<file path="src/rtl/super_register_n.sv">
// super_register_n: WIDTH-bit universal register with shift, rotate, modulo count.
// Ports: clk, rst_n, en, s[3:0], load, rsi, lsi -> q, term, tc, co, sout.
module super_register_n #(
  parameter int WIDTH = 4,
  parameter bit SATURATE = 1'b0,
  parameter logic [WIDTH-1:0] RESET_VAL = '0
) (
  input  logic             clk,
  input  logic             rst_n,
  input  logic             en,
  input  logic [3:0]       s,
  input  logic [WIDTH-1:0] load,
  input  logic             rsi,
  input  logic             lsi,
  output logic [WIDTH-1:0] q,
  output logic [WIDTH-1:0] term,
  output logic             tc,
  output logic             co,
  output logic             sout
);

  localparam logic [3:0] M_LOAD = 4'd0;
  localparam logic [3:0] M_DEC  = 4'd1;
  localparam logic [3:0] M_INC  = 4'd2;
  localparam logic [3:0] M_SET  = 4'd3;
  localparam logic [3:0] M_CLR  = 4'd4;
  localparam logic [3:0] M_SHR  = 4'd5;
  localparam logic [3:0] M_SHL  = 4'd6;
  localparam logic [3:0] M_HOLD = 4'd7;
  localparam logic [3:0] M_ROR  = 4'd8;
  localparam logic [3:0] M_ROL  = 4'd9;
  localparam logic [3:0] M_ASR  = 4'd10;
  localparam logic [3:0] M_INV  = 4'd11;
  localparam logic [3:0] M_LDT  = 4'd12;
  localparam logic [3:0] M_MUP  = 4'd13;
  localparam logic [3:0] M_MDN  = 4'd14;

  localparam logic [WIDTH-1:0] ONES = '1;
  localparam logic [WIDTH-1:0] ZERO = '0;
  localparam logic [WIDTH-1:0] ONE  = WIDTH'(1);

  logic [WIDTH-1:0] q_n;
  logic [WIDTH-1:0] term_n;
  logic             co_n;
  logic             sout_n;

  assign tc = (q == term);

  always_comb begin
    q_n    = q;
    term_n = term;
    co_n   = 1'b0;
    sout_n = 1'b0;
    if (en) begin
      case (s)
        M_LOAD: q_n = load;
        M_DEC: begin
          if (q == ZERO) begin
            co_n = 1'b1;
            q_n  = SATURATE ? ZERO : ONES;
          end else begin
            q_n = q - ONE;
          end
        end
        M_INC: begin
          if (q == ONES) begin
            co_n = 1'b1;
            q_n  = SATURATE ? ONES : ZERO;
          end else begin
            q_n = q + ONE;
          end
        end
        M_SET: q_n = ONES;
        M_CLR: q_n = ZERO;
        M_SHR: begin
          q_n    = {rsi, q[WIDTH-1:1]};
          sout_n = q[0];
        end
        M_SHL: begin
          q_n    = {q[WIDTH-2:0], lsi};
          sout_n = q[WIDTH-1];
        end
        M_HOLD: q_n = q;
        M_ROR: q_n = {q[0], q[WIDTH-1:1]};
        M_ROL: q_n = {q[WIDTH-2:0], q[WIDTH-1]};
        M_ASR: begin
          q_n    = {q[WIDTH-1], q[WIDTH-1:1]};
          sout_n = q[0];
        end
        M_INV: q_n = ~q;
        M_LDT: term_n = load;
        M_MUP: begin
          // above term the count runs on and wraps at all-ones
          q_n  = (q == term) ? ZERO : q + ONE;
          co_n = (q == term) || (q == ONES);
        end
        M_MDN: begin
          q_n  = (q == ZERO) ? term : q - ONE;
          co_n = (q == ZERO);
        end
        default: q_n = q;
      endcase
    end
  end

  always_ff @(posedge clk or negedge rst_n) begin
    if (!rst_n) begin
      q    <= RESET_VAL;
      term <= ONES;
      co   <= 1'b0;
      sout <= 1'b0;
    end else begin
      q    <= q_n;
      term <= term_n;
      co   <= co_n;
      sout <= sout_n;
    end
  end

endmodule
</file>
<file path="config.mk">
export PLATFORM = sky130hd
export DESIGN_NAME = super_register_n
export DESIGN_NICKNAME = d
export VERILOG_FILES = /design/src/rtl/super_register_n.sv
export SDC_FILE = /design/constraint.sdc
export NUM_CORES = 1
export LEC_CHECK = 0
export CAP_MARGIN = 40
export CORE_MARGIN = 5
export CORE_UTILIZATION = 56
export DETAILED_ROUTE_END_ITERATION = 12
export PLACE_DENSITY = 0.88
export SLEW_MARGIN = 20
export SYNTH_ARGS = -nofsm -noshare
export SYNTH_HDL_FRONTEND = slang
export SYNTH_SLANG_ARGS = --single-unit
</file>
<file path="constraint.sdc">
create_clock -name clk -period 3.6 [get_ports clk]
set_input_delay 0.72 -clock clk [delete_from_list [all_inputs] [get_ports clk]]
set_output_delay 0.72 -clock clk [all_outputs]
set_load 0.005 [all_outputs]
</file>
**The metal 1 layer**

Drawn at 4 px/um. Supply wires on this layer in grey.
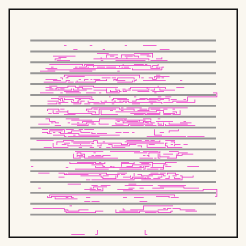
longest straight run	31.3 um
nets with wire on the layer	164

**Met3 routing**

Drawn at 8 px/um.
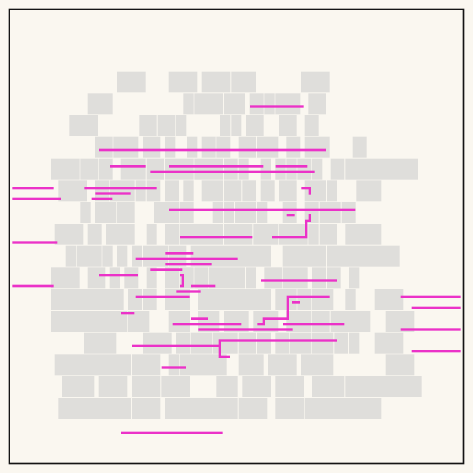
main direction	horizontal
nets with wire on the layer	36
longest straight run	28.1 um
wire length on this layer	317 um

**Routed clock nets over the placement**

Drawn at 6 px/um.
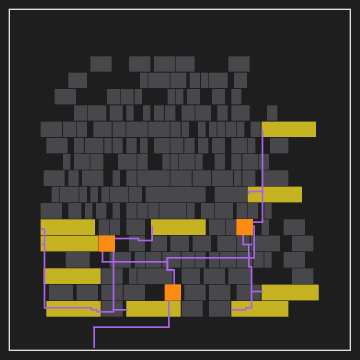
[yellow] flip-flops | count: 10
[orange] clock-net drivers | count: 3
[purple] clock wires | length: 155 um
routed clock nets	4

==> flow report <==
OUTCOME
---------------------------------------------------------------------------------
Run status ......................................................... finished clean

ROUTE
---------------------------------------------------------------------------------
WL/cell ............................................................      16.6 um
Antenna Nets Post-Route ............................................            0
Initial detailed-routing violation count ...........................          102
DRC violation count after routing ..................................            0
Number of vias in the routed layout ................................         1276

FINAL TIMING
---------------------------------------------------------------------------------
Fin. max-slew vios .................................................            0
Tcrit/Tclk final ...................................................        80.1%
Setup tns final ....................................................         0 ns
Worst slack on hold paths ..........................................     0.648 ns
Unrepaired setup endpoints after global routing ....................           no
Number of hold violations in the final report ......................            0
Min Clock Period, post-route .......................................      2.88 ns
Slew headroom ......................................................        43.5%
Worst Skew .........................................................  0.000593 ns
Peak clock frequency supported by timing ...........................    0.347 GHz
Count of endpoints failing setup in the final report ...............            0

LOGIC SYNTHESIS
---------------------------------------------------------------------------------
Cell Type Count ....................................................           52
Yosys stat area ....................................................    1220 um^2
Cell types with the largest area share after synthesis ............. sky130_fd_sc_hd__dfrtp_1 12%, sky130_fd_sc_hd__dfstp_2 8.6%, sky130_fd_sc_hd__a21oi_1 4.9%, sky130_fd_sc_hd__nand2_1 4.6%, sky130_fd_sc_hd__nor2b_1 4.6%
Post-synth regs ....................................................           10
Most popular library cell in the synthesized design by count ....... sky130_fd_sc_hd__nand2_1
Seq/Total Area, Yosys ..............................................        21.0%
Avg Cell Area, Syn .................................................    7.70 um^2
Syn. warnings ......................................................            0
Flip-flops with a built-in enable ..................................            0
Synth Net Count ....................................................          173
List of most frequent post-synthesis cells ......................... 15 x sky130_fd_sc_hd__nand2_1, 12 x sky130_fd_sc_hd__a21oi_1, 10 x sky130_fd_sc_hd__o21ai_0, 9 x sky130_fd_sc_hd__nor2_1, 9 x sky130_fd_sc_hd__nor2b_1
Number of cells in the yosys synthesis report ......................          158
Fraction of synthesis flops using an asynchronous set or reset pin .         100%
Cell area after technology mapping .................................    1220 um^2
Area leader share ..................................................        12.3%
Cell taking the most area after synthesis .......................... sky130_fd_sc_hd__dfrtp_1
Number of cells produced by synthesis ..............................          158

PLACED DESIGN
---------------------------------------------------------------------------------
Port buffer count ..................................................           23
HPWL reported at the end of detailed placement .....................      2460 um

CLOCKING
---------------------------------------------------------------------------------
Post_cts resized ...................................................            0
Clock root buffer .................................................. sky130_fd_sc_hd__clkbuf_4
Clock transition at the registers of the reported paths ............      0.07 ns
Number of clock sinks seen by CTS ..................................           10
CTS tree ...........................................................         done
CTS H-tree lvls ....................................................            1
Num CTS Buffers ....................................................            3
Max Root-Sink Buffers ..............................................            2
Insertion delay to the later sink of the worst-skew pair ...........      0.27 ns

WORST HOLD PATH
---------------------------------------------------------------------------------
Start point of the worst hold path .................................      term[3]
Worst-case hold path end point .....................................      term[3]
Min-delay worst type ...............................................      reg2reg
Hold depth .........................................................            1

DIE
---------------------------------------------------------------------------------
Chip height ........................................................      56.6 um
I/O pin count ......................................................           24
Area of the core ...................................................    2020 um^2
Die X ..............................................................      56.6 um
Number of placement rows ...........................................           16

FINAL LAYOUT
---------------------------------------------------------------------------------
Layout area overhead ...............................................        18.6%
Number of inserted diodes ..........................................            0
Proportion of layout cells with a drive suffix above 1 .............        11.1%

WORST SETUP PATH
---------------------------------------------------------------------------------
Element type at the critical path end .............................. primary output
Critical Path Fanout Max ...........................................           11
Crit path to .......................................................           tc
Worst reg2reg setup slack ..........................................      1.40 ns
Worst setup path start .............................................         q[1]
CP Class ...........................................................      reg2out
Sort of element at the start of the critical path ..................         flop
R2r worst-path depth ...............................................            7
FF-to-FF End .......................................................         q[0]
Worst endpoint data arrival time ...................................      2.16 ns

FLOW RUN
---------------------------------------------------------------------------------
Tool Warnings ......................................................           27
Number of max-capacitance violations reported ......................            0

GLOBAL ROUTING
---------------------------------------------------------------------------------
Fraction of met1 tracks used by global routing .....................        29.2%
Leftover overflow at the end of global routing .....................            0
Largest net degree at the start of global routing ..................           28
Number of global-route vias before repair ..........................         1119
Met3 demand-to-capacity share in global routing ....................        2.75%
GRT Overall Usage ..................................................        20.9%
Met2 Use GR ........................................................        35.1%
Global-route wire length before repair .............................      5440 um
Most used routing layer ............................................         met2

POWER
---------------------------------------------------------------------------------
Total power ........................................................     0.537 mW
Leakage dissipation ................................................     0.553 nW
Max VDD drop .......................................................     0.483 mV
Pwr Density ........................................................  373 nW/um^2

**The clock network**

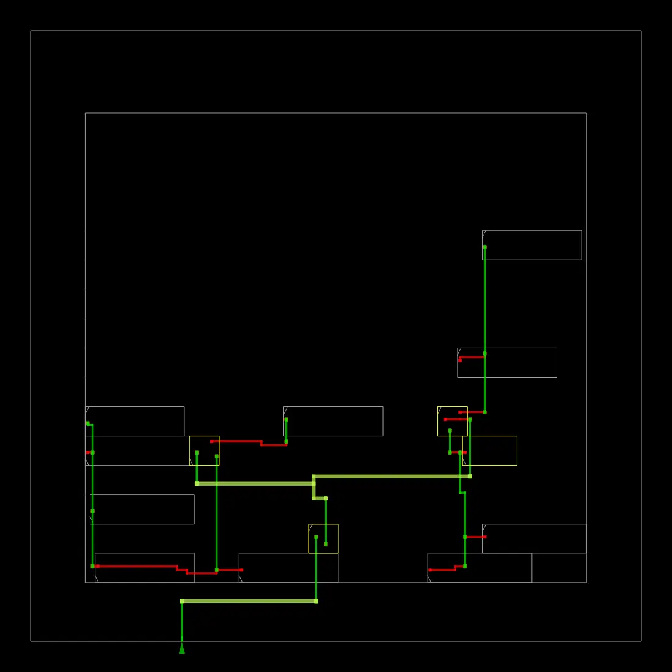
power in the clock group: 0.104 mW
clk_buf instances: 4

**Cell area per tile**

Drawn at 6 px/um. 11 x 11 tiles, from white (low) to dark blue (high), 0 to 100% covered.
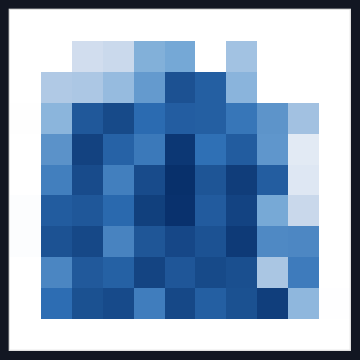
nearly empty tiles	38%
fullest tile	100%
emptiest ninth of the die	upper right
densest ninth of the die	centre
mean over tiles	44%
tiles over 75% full	36%

stage by stage:
| step | util [%] | worst slack (ns) | instances | area (um^2) |
|---|---|---|---|---|
| after floorplan | - | 1.53 | 158 | 1220 |
| final | 71.3 | 0.718 | 198 | 1440 |
| after global placement | 69.6 | 0.750 | 194 | 1410 |
| after global routing | 71.3 | 0.670 | 198 | 1440 |
| after CTS | 71.3 | 0.772 | 198 | 1440 |
| after detailed placement | 69.6 | 0.660 | 194 | 1410 |
placed cells by master, fill, tap and decap left out, types with 2 or more instances in the layout:
cell,count
sky130_fd_sc_hd__inv_1,8
sky130_fd_sc_hd__o21ai_1,4
sky130_fd_sc_hd__and2_1,2
sky130_fd_sc_hd__nor2_1,9
sky130_fd_sc_hd__clkbuf_4,3
sky130_fd_sc_hd__nand3_1,7
sky130_fd_sc_hd__xor2_1,4
sky130_fd_sc_hd__or3b_1,2
sky130_fd_sc_hd__a21oi_1,12
sky130_fd_sc_hd__ha_1,2
sky130_fd_sc_hd__a22oi_1,2
sky130_fd_sc_hd__and4b_1,2
sky130_fd_sc_hd__o211ai_1,2
sky130_fd_sc_hd__o21ai_0,10
sky130_fd_sc_hd__a32oi_1,3
sky130_fd_sc_hd__o31ai_1,4
sky130_fd_sc_hd__o32a_1,2
sky130_fd_sc_hd__nand2_1,15
sky130_fd_sc_hd__dfstp_2,4
sky130_fd_sc_hd__clkdlybuf4s50_1,23
sky130_fd_sc_hd__a31oi_1,2
sky130_fd_sc_hd__o21a_1,2
sky130_fd_sc_hd__dfrtp_1,6
sky130_fd_sc_hd__nor2b_1,9
sky130_fd_sc_hd__a2111oi_2,2
sky130_fd_sc_hd__mux2_2,4
sky130_fd_sc_hd__o311a_1,2
worst max-delay path, stage by stage, from the launching register on:
cell and delay, ns:
sky130_fd_sc_hd__dfrtp_1 0.55, sky130_fd_sc_hd__xor2_2 0.27, sky130_fd_sc_hd__nor4_1 0.46, sky130_fd_sc_hd__clkdlybuf4s50_1 0.60
state kept, by name (all words and copies together) (netlist names):
| register | cells |
|---|---|
| co | 1 |
| sout | 1 |
| term | 4 |
| q | 4 |
area by class of cell:
type                       count  area [um^2]
multi-input combinational    126          857
sequential                    10          255
clock buffer                   4         36.3
timing repair buffer          23          230
tap                           27         33.8
fill                         166          579
inverter                       8         30.0
report_power, final:
part | switching, mW | internal [mW] | leakage [nW]
Combinational | 0.120 | 0.122 | 0.415
Sequential | 0.0516 | 0.140 | 0.117
Clock | 0.0424 | 0.0615 | 0.0210
Total | 0.214 | 0.323 | 0.553
kinds of logic after synthesis:
logic type / count (synthesis) / share of synthesized area (%)
AND-OR/OR-AND: 58 / 34.9
XOR/XNOR: 6 / 4.94
multiplexers: 4 / 3.70
AND/OR/NAND/NOR: 56 / 24.9
adder cells (fa/ha/maj): 2 / 2.06
flip-flops: 10 / 21.0
buffers and inverters: 22 / 8.54
routing by layer:
metal / part of all wire (%) / vias up
met4: 0.30 / 0
met2: 49 / 78
met5: 0 / -
met3: 9.6 / 2
li1: - / 619
met1: 41 / 577
Power is estimated from default activity; no workload was simulated.
